Fig. 1: run 1, pin placement
Pins as bars across the die edge, other pins in gray.
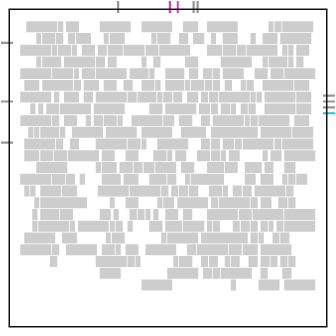
Fig. 2: run 1, clock distribution
The bar under the picture is 20 um long.
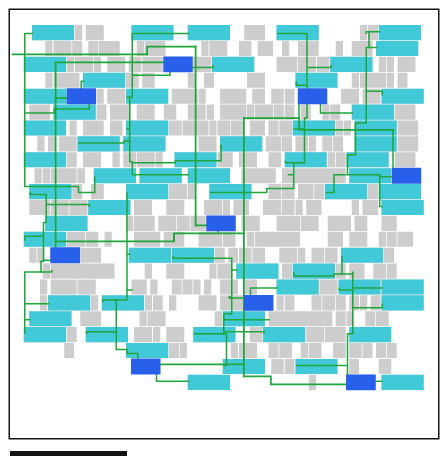
Fig. 3: run 1, clock routing
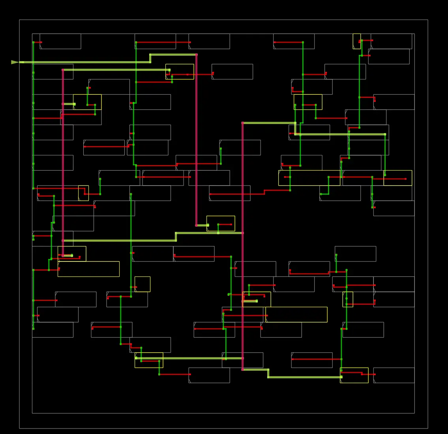
Fig. 4: run 1, sequential cells grouped by signal name
Other sequential cells in the stronger gray, the rest of the logic in the fainter gray.
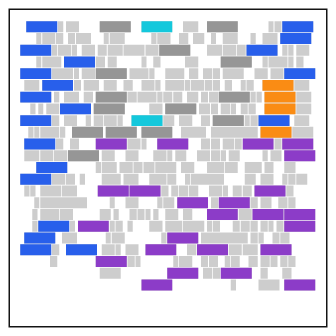
===== config.mk =====
export PLATFORM = sky130hd
export DESIGN_NAME = led_sequence_controller
export DESIGN_NICKNAME = d
export VERILOG_FILES = /design/src/rtl/led_sequence_controller.sv
export SDC_FILE = /design/constraint.sdc
export NUM_CORES = 1
export LEC_CHECK = 0
export ABC_CLOCK_PERIOD_IN_PS = 2200
export CORE_MARGIN = 2
export CORE_UTILIZATION = 59
export DETAILED_ROUTE_END_ITERATION = 8
export GPL_ROUTABILITY_DRIVEN = 1
export PLACE_DENSITY = 0.83
export SLEW_MARGIN = 20
export SYNTH_ARGS = -nofsm -noshare
export SYNTH_HDL_FRONTEND = slang
export SYNTH_SLANG_ARGS = --single-unit

===== constraint.sdc =====
create_clock -name i_Clk -period 2.2 [get_ports i_Clk]
set_clock_uncertainty 0.15 [all_clocks]
set_input_delay 0.44 -clock i_Clk [delete_from_list [all_inputs] [get_ports i_Clk]]
set_output_delay 0.44 -clock i_Clk [all_outputs]
set_load 0.05 [all_outputs]

===== src/rtl/led_sequence_controller.sv =====
// led_sequence_controller: front-panel block for four switches and four LEDs.
// Each switch is debounced and its release becomes a one-cycle command event.
// A mode state machine (OFF/STATIC/BLINK/CHASE) uses those events to drive a
// registered LED pattern whose timing comes from a shared tick divider.
module led_sequence_controller #(
  parameter int DEBOUNCE_LIMIT = 20,
  parameter int TICK_DIV       = 12_500_000
) (
  input  logic       i_Clk,
  input  logic       i_Rst,
  input  logic       i_Switch_1,
  input  logic       i_Switch_2,
  input  logic       i_Switch_3,
  input  logic       i_Switch_4,
  output logic       o_LED_1,
  output logic       o_LED_2,
  output logic       o_LED_3,
  output logic       o_LED_4,
  output logic [1:0] o_Mode
);

  localparam int DB_W   = $clog2(DEBOUNCE_LIMIT);
  localparam int TICK_W = $clog2(TICK_DIV);
  localparam logic [DB_W-1:0]   DB_LAST   = DB_W'(DEBOUNCE_LIMIT - 1);
  localparam logic [TICK_W-1:0] TICK_LAST = TICK_W'(TICK_DIV - 1);

  typedef enum logic [1:0] {
    MODE_OFF    = 2'd0,
    MODE_STATIC = 2'd1,
    MODE_BLINK  = 2'd2,
    MODE_CHASE  = 2'd3
  } mode_t;

  // Switch bit 0 is S1 (next), 1 is S2 (previous), 2 is S3 (pause), 3 is S4 (restart).
  logic [3:0]            w_raw;
  logic [3:0]            r_deb;
  logic [3:0]            r_deb_d;
  logic [3:0][DB_W-1:0]  r_db_cnt;
  logic [3:0]            w_release;

  mode_t                 r_mode;
  mode_t                 w_mode_next;
  logic                  r_pause;
  logic                  w_pause_next;
  logic [TICK_W-1:0]     r_tick_cnt;
  logic [TICK_W-1:0]     w_tick_cnt_next;
  logic                  r_phase;
  logic                  w_phase_next;
  logic [3:0]            r_chase;
  logic [3:0]            w_chase_next;
  logic [3:0]            r_led;
  logic [3:0]            w_led_next;
  logic                  w_mode_chg;
  logic                  w_restart;
  logic                  w_animated;
  logic                  w_tick;

  assign w_raw = {i_Switch_4, i_Switch_3, i_Switch_2, i_Switch_1};

  // Per-switch debounce: a level must differ for DEBOUNCE_LIMIT samples in a row.
  always_ff @(posedge i_Clk) begin
    // NOTE: sequential state uses <= so every flop samples pre-edge values;
    // blocking here would let one register see another's new value mid-block.
    if (i_Rst) begin
      // NOTE: the counters are ordinary flops, not a RAM, so reset can clear
      // them; this is what discards a half-qualified press held through reset.
      r_deb    <= '0;
      r_deb_d  <= '0;
      r_db_cnt <= '0;
    end else begin
      r_deb_d <= r_deb;
      for (int i = 0; i < 4; i++) begin
        if (w_raw[i] == r_deb[i]) begin
          r_db_cnt[i] <= '0;
        end else if (r_db_cnt[i] == DB_LAST) begin
          r_deb[i]    <= w_raw[i];
          r_db_cnt[i] <= '0;
        end else begin
          r_db_cnt[i] <= r_db_cnt[i] + 1'b1;
        end
      end
    end
  end

  // A release is the debounced level falling; presses produce nothing.
  assign w_release = ~r_deb & r_deb_d;

  // Mode state register.
  always_ff @(posedge i_Clk) begin
    if (i_Rst) begin
      r_mode <= MODE_OFF;
    end else begin
      r_mode <= w_mode_next;
    end
  end

  // Next mode, pause, tick divider and pattern state from the command events.
  always_comb begin
    // NOTE: every output of this block gets a default first, so no path can
    // leave one unassigned and infer a latch.
    w_mode_next     = r_mode;
    w_pause_next    = r_pause ^ w_release[2];
    w_tick_cnt_next = r_tick_cnt;
    w_phase_next    = r_phase;
    w_chase_next    = r_chase;

    // S1 and S2 together cancel out.
    case (w_release[1:0])
      2'b01:   w_mode_next = mode_t'(r_mode + 2'd1);
      2'b10:   w_mode_next = mode_t'(r_mode - 2'd1);
      default: w_mode_next = r_mode;
    endcase

    w_mode_chg = w_release[0] ^ w_release[1];
    w_restart  = w_mode_chg | w_release[3];
    w_animated = (r_mode == MODE_BLINK) || (r_mode == MODE_CHASE);
    w_tick     = w_animated && !r_pause && (r_tick_cnt == TICK_LAST);

    if (w_restart || !w_animated) begin
      w_tick_cnt_next = '0;
    end else if (!r_pause) begin
      w_tick_cnt_next = w_tick ? '0 : r_tick_cnt + 1'b1;
    end

    if (w_restart) begin
      w_phase_next = 1'b1;
      w_chase_next = 4'b0001;
    end else if (w_tick) begin
      if (r_mode == MODE_BLINK) w_phase_next = ~r_phase;
      if (r_mode == MODE_CHASE) w_chase_next = {r_chase[2:0], r_chase[3]};
    end

    case (r_mode)
      MODE_OFF:    w_led_next = 4'b0000;
      MODE_STATIC: w_led_next = 4'b1111;
      MODE_BLINK:  w_led_next = {4{r_phase}};
      default:     w_led_next = r_chase;
    endcase
  end

  // Pattern registers and the registered LED drive.
  always_ff @(posedge i_Clk) begin
    if (i_Rst) begin
      r_pause    <= 1'b0;
      r_tick_cnt <= '0;
      r_phase    <= 1'b1;
      r_chase    <= 4'b0001;
      r_led      <= 4'b0000;
    end else begin
      r_pause    <= w_pause_next;
      r_tick_cnt <= w_tick_cnt_next;
      r_phase    <= w_phase_next;
      r_chase    <= w_chase_next;
      r_led      <= w_led_next;
    end
  end

  assign o_Mode  = r_mode;
  assign o_LED_1 = r_led[0];
  assign o_LED_2 = r_led[1];
  assign o_LED_3 = r_led[2];
  assign o_LED_4 = r_led[3];

endmodule


==> Slide: Implementation Results, run 1 <==
Synthesis and Place & Route Summary

Clocking
  • Root buf cell: clkbuf_8
  • Clock Path Buffers: 2
  • Post-CTS Hold Buffers: 0

Final timing
  • Min Hold Slack: 0.296 ns
  • Sum Neg Setup Slack: 0 ns
  • Final Hold Vio Count: 0

Logic synthesis
  • Netlist cell types: approximately 46
  • Synth Net Count: approximately 320
  • Post-synth design cell area: ~0.0028 sq mm
  • Adder Share, Synth: 3.98%
  • Simple-Gate Area Share: approximately 27%
  • Mapped Cells: ~300

Cells and area
  • Post-route insts no fill: around 370
  • Max FFs per register: 24
  • Top flop regs: r_tick_cnt (24), r_db_cnt (20)
  • Number of fill cells: around 370
  • Most flop-heavy register: r_tick_cnt
  • Top cells excl fill/tap: dfxtp_1 (64), nor2_1 (43), a21oi_1 (19)
  • Cell area after layout: ~0.0032 sq mm
  • Comb gates: about 220
  • Share of layout cells above drive strength 1: roughly 8.8%
  • Top cell category: logic gates
  • Antenna Cells: 0

Power
  • Logic power comb: ~0.00004 W
  • Share of power burned in registers: between 40% and 50%
  • Top power group: clock
  • Switch Pwr: roughly 0.00047 W
  • Combinational Power Share: under 10%
  • PwrDens: between 700 and 800 mW/mm^2

Route
  • DRC viols: 0
  • Post-DRT Antenna Nets: 0
  • DR top layer: met4

Min path
  • Hold path cells: 1

Critical path
  • CP Depth: 1
  • R2R setup slack: roughly 0.17 ns
  • Crit path launch: r_led[3]$_SDFF_PP0_

Floorplanning
  • Tap cells: 54
  • Row count: 25
  • FP Core Util: approximately three fifths

Run status
  • Status: complete, no violations

Job
  • Max-cap viol count: 0

GRT
  • Number of global-route vias before repair: between 1500 and 2000
  • Largest net degree at the start of global routing: 25

Placed design
  • Hpwl dp: about 3300 um
-- Fig. 1 (at the start) --
legend:
  magenta:
    port: `o_Mode`
    pins: 2
    direction: output
    edge: top
  cyan:
    port: `o_LED_4`
    pins: 1
    direction: output
    edge: right
all pins by edge: 5 top, 4 right, 3 left
# port buffers: 11
Die W: 73.2 um
die height: 73.2 um

-- Fig. 2 (at the start) --
legend:
  cyan:
    item: flip-flops
    count: 64
  blue:
    item: cells driving clock nets
    count: 9
  green:
    item: clock wires
    length: 810 um
routed clock nets: 10
flops lie: all over the die
clock share of power: 49.7%
clk pwr: 0.00120 W
Skew-Pair Late Insertion Delay: 0.35 ns

-- Fig. 3 (at the start) --
TritonCTS Sinks: 64
Flops: 64
cts bufs inserted: 9

-- Fig. 4 (at the start) --
legend:
  cyan:
    name_in_the_netlist: `o_Mode`
    flops: 2
  orange:
    name_in_the_netlist: `r_led`
    flops: 4
  blue:
    name_in_the_netlist: `r_db_cnt`
    flops: 20
    where: all over the die
  purple:
    name_in_the_netlist: `r_tick_cnt`
    flops: 24
not colored: 14
flop share of the area: 40.5%
utilization after layout: 67.9%
Seq. cell area: 0.00128 sq mm
seq pwr: 0.00117 W

==> run 2: changes to the inputs <==
- HOLD_SLACK_MARGIN: unset -> 0.03
- SLEW_MARGIN: 20 -> unset
==> run 2 against run 1 <==
Compared with the run above: synthesized area did not move; first-iteration DRC count is the same; cell count stayed put; synthesized cell count did not move; core utilization is the same; worst hold slack did not move; non-clock buffer count is the same.
==> Slide: Implementation Results, run 2 <==
Synthesis and Place & Route Summary

Run status
  • Status: complete, no violations

Critical path
  • R2R setup slack: about 0.17 ns
  • Max stage delay on crit path: roughly 0.8 ns
  • CP Depth: 1
  • Critical path arrival: around 1.5 ns
  • Crit path launch: r_led[3]$_SDFF_PP0_

Logic synthesis
  • Netlist cell types: 46
  • Simple-Gate Area Share: a little over a quarter
  • Post-synth design cell area: 0.00283 sq mm
  • Mapped Cells: 300
  • Async set-or-reset flop fraction in the synthesized netlist: 0%
  • Adder Share, Synth: 3.98%
  • Synth Net Count: ~320

Clocking
  • Root buf cell: clkbuf_8
  • TritonCTS Sinks: about 64
  • Post-CTS Hold Buffers: 0
  • Skew-Pair Late Insertion Delay: approximately 0.35 ns

Power
  • Logic power comb: 0.0000406 W
  • Seq pwr: 0.00117 W
  • Clk pwr: 0.00120 W
  • PwrDens: around 760 mW/mm^2
  • Top power group: clock
  • Switch Pwr: ~0.00047 W
  • Combinational Power Share: 1.7%
  • Total power: between 0.002 and 0.0025 W
  • Clock share of power: roughly half
  • Share of power burned in registers: between 40% and 50%

Placed design
  • Inst Count DP: ~360
  • # port buffers: 11
  • Hpwl dp: approximately 3300 um

Route
  • Post-DRT Antenna Nets: 0
  • DR top layer: met4
  • DRC viols: 0

Final timing
  • Post-layout period usage: slightly above 90%
  • Sum Neg Setup Slack: 0 ns
  • Min Hold Slack: between 0.2 and 0.3 ns

Floorplanning
  • Die W: 73.2 um
  • Tap cells: roughly 54
  • Row count: 25
  • FP Core Util: 60.7%
  • Die height: ~73 um

Cells and area
  • Max FFs per register: 24
  • Antenna Cells: 0
  • Flops: ~64
  • Cell area after layout: ~0.0032 sq mm
  • Top cell category: logic gates
  • Post-route insts no fill: around 370
  • Share of layout cells above drive strength 1: 8.78%
  • Top flop regs: r_tick_cnt (24), r_db_cnt (20)
  • Utilization after layout: about two thirds
  • Top cells excl fill/tap: dfxtp_1 (64), nor2_1 (43), a21oi_1 (19)
  • Flop share of the area: approximately 40%

Job
  • Max-cap viol count: 0

GRT
  • Number of global-route vias before repair: between 1500 and 2000
  • Largest net degree at the start of global routing: 25

Min path
  • Hold path cells: 1
Fig. 5: run 2, clock routing
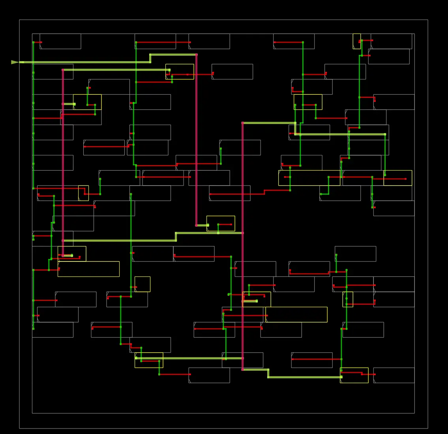
clock buf count: 10

Fig. 6: run 2, signal wires by layer
The bar under the picture is 20 um long.
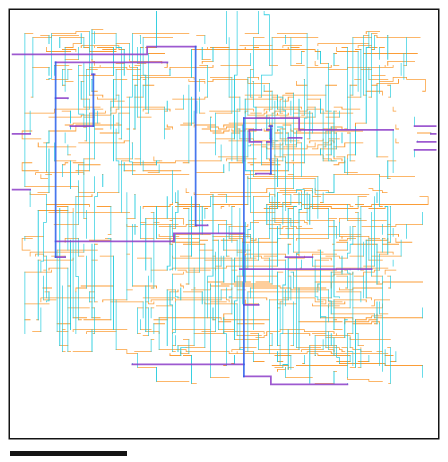
legend:
  orange:
    layer: met1
    wire_length: 2260 um
  cyan:
    layer: met2
    wire_length: 2360 um
  purple:
    layer: met3
    wire_length: 222 um
  blue:
    layer: met4
    wire_length: 125 um
routed len/inst: 13.3 um
Total Wirelength: 4970 um
via count: 2129
GRT Util Overall: 20.5%

Power and IR drop assume default switching activity.
